==> config.mk <==
export PLATFORM = sky130hd
export DESIGN_NAME = mem_stage_lsu_flat
export DESIGN_NICKNAME = d
export VERILOG_FILES = /design/src/rtl/mem_stage_lsu_if.sv /design/src/rtl/mem_stage_lsu.sv /design/src/flat_wrapper.sv
export SDC_FILE = /design/constraint.sdc
export NUM_CORES = 1
export LEC_CHECK = 0
export CORE_ASPECT_RATIO = 0.75
export CORE_MARGIN = 4
export CORE_UTILIZATION = 39
export CTS_BUF_LIST = sky130_fd_sc_hd__clkbuf_8 sky130_fd_sc_hd__clkbuf_16
export CTS_CLUSTER_SIZE = 40
export DETAILED_ROUTE_END_ITERATION = 10
export PLACE_DENSITY_LB_ADDON = 0.08
export RECOVER_POWER = 100
export SLEW_MARGIN = 20
export SYNTH_ARGS = -nofsm -noshare
export SYNTH_HDL_FRONTEND = slang
export SYNTH_SLANG_ARGS = --single-unit
==> constraint.sdc <==
create_clock -name clk -period 2.1 [get_ports clk]
set_input_delay 0.525 -clock clk [delete_from_list [all_inputs] [get_ports clk]]
set_output_delay 0.525 -clock clk [all_outputs]
set_load 0.02 [all_outputs]
sizing.png
The bar under the picture is 50 µm long.
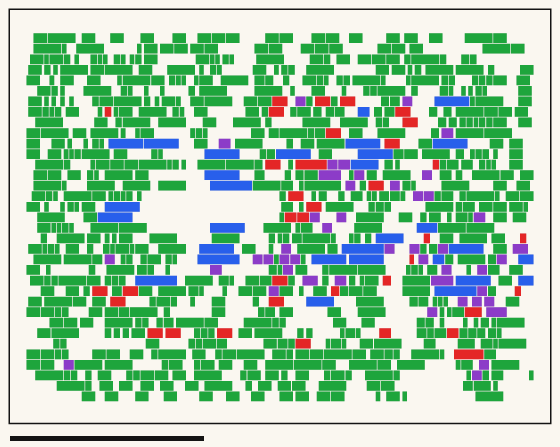
Key: red = x2 [cells 36, share 4.3%]; blue = x6 and larger [cells 30, share 3.6%]; purple = x3 and x4 [cells 46, share 5.5%]; green = x1 and smaller [cells 719, share 87%]
Area Growth Syn to Fin: 61.7%
Final Cell Area: 8170 µm²
fin worst setup slack: -0.161 ns

class_map.png
The bar under the picture is 50 µm long.
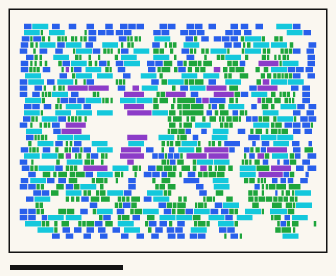
Key: cyan = registers [cells 116, share of their area 29%]; purple = clock drivers and dummy loads [cells 32, share of their area 8.2%]; blue = remaining buffers and delay cells [cells 249, share of their area 30%]; green = remaining logic cells [cells 434, share of their area 32%]
FP Rows: 35
core footprint: 12500 µm²
sequential share of cell area: 28.5%
post-layout util: 65.4%

gates.png
The bar under the picture is 50 µm long.
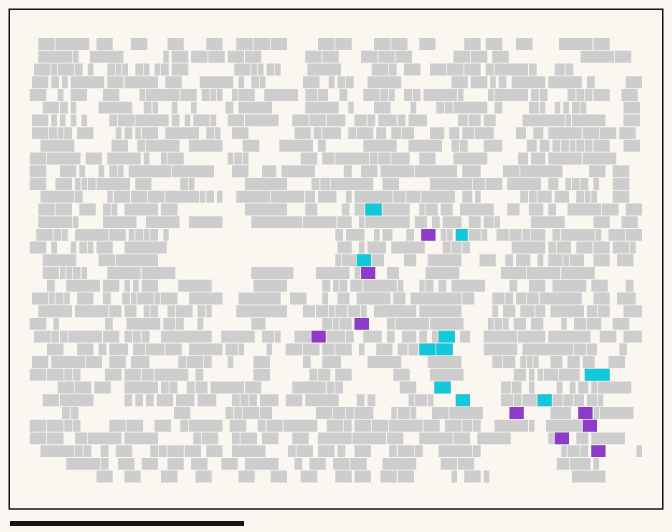
Key: cyan = non-inverting ao/oa cells [cells 10]; purple = xor and xnor cells [cells 9]
dominant logic cell type in the layout: clkdlybuf4s50_1
non-filler cells, final: 997
fraction of area in multi-input gates: 30.9%

ff_map.png
The bar under the picture is 50 µm long. Other sequential cells in the stronger gray, the rest of the logic in the fainter gray.
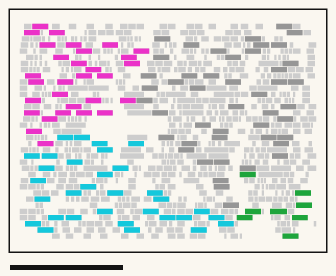
Key: green = u_core.cnt [flops 8, where bottom right]; cyan = u_core.dmem.dmem_wdata [flops 32]; magenta = u_core.dmem.dmem_addr [flops 30]
register area: 2320 µm²
sequential power: 2.39 mW

congestion_map.png
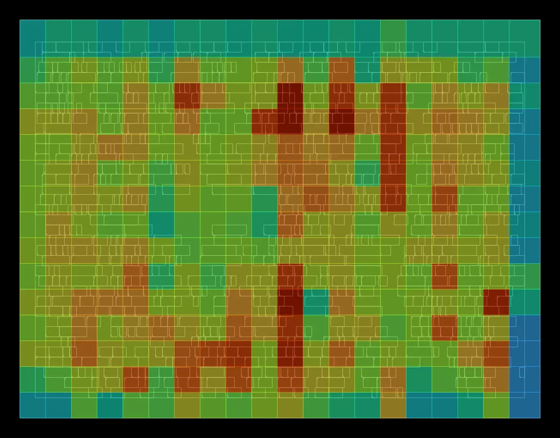
GR peak layer: met2
Avg WL per Cell: 16.9 µm

==> out/qor.csv <==
metric,value,unit
status,"complete, but fails checks",
violations,negative setup slack,
die_w,139,µm
r2r.worst_path.cells,5,
crit_chain,buf_6 > or4_4 > o21a_4 > or2_4 > buf_6,
final-comb-area,2530,µm²
cts_tree,done,
overflow,0,
setup_tns,-0.161,ns
setup_ws,-0.161,ns
path_clk_slew,0.05,ns
placed_cell_area,7500,µm²
worst-slew-pin-transition,0.657,ns
clkSinkCount,116,
fmax,442,MHz
nNonClkBuffers,249,
clkbuf_count,17,
critical_path.max_stage_delay,0.54,ns
ant_nets,0,
power_switching,1.73,mW
min_path_cells,3,
largest_area_cell,dfxtp_1,
post-cts-setup-buffer-count,1,
die-area,14900,µm²
syn_avg_cell_area,8.55,µm²
finalSetupViolCount,1,
syn_area,5050,µm²
p_comb,1.17,mW
cp_num_cells,5,
cap_viol_max_count,0,
ir_drop,0.643,mV
p_comb_share,17.3,%
warning_count,29,
synthArstFlopShare,0,%
cp_top_family,simple AND/OR/NAND/NOR gates,
largestClassByArea,logic gates,
lay_top_cells,"clkdlybuf4s50_1 (203), dfxtp_1 (115), nand2_1 (108)",
via_per_inst,5.28,
Yosys cell counts (all sizes together) (2+ instances only):
library cell	n
dfxtp	116
nand2	109
a21oi	97
o21ai	50
clkbuf	22
buf	21
mux2	21
nor2	18
a22oi	17
mux2i	17
o22ai	15
inv	10
a221oi	7
a21boi	6
nand3	6
a32o	5
and3	5
xnor2	5
and2	4
nand2b	4
xor2	4
a211oi	3
a31o	3
a31oi	3
a311oi	2
and3b	2
ha	2
mux4	2
nand4	2
nor2b	2
or2	2
per-layer routing:
layer  up-vias  share of wire, %  global-route usage, %
met4         0               1.7                   7.33
met3        23               9.5                   8.50
met1      2452                42                   27.3
met2       224                47                   34.8
li1       2563                 -                      -
met5         -                 0                      0
No activity file was given, so power comes from the tool's default toggle rates.
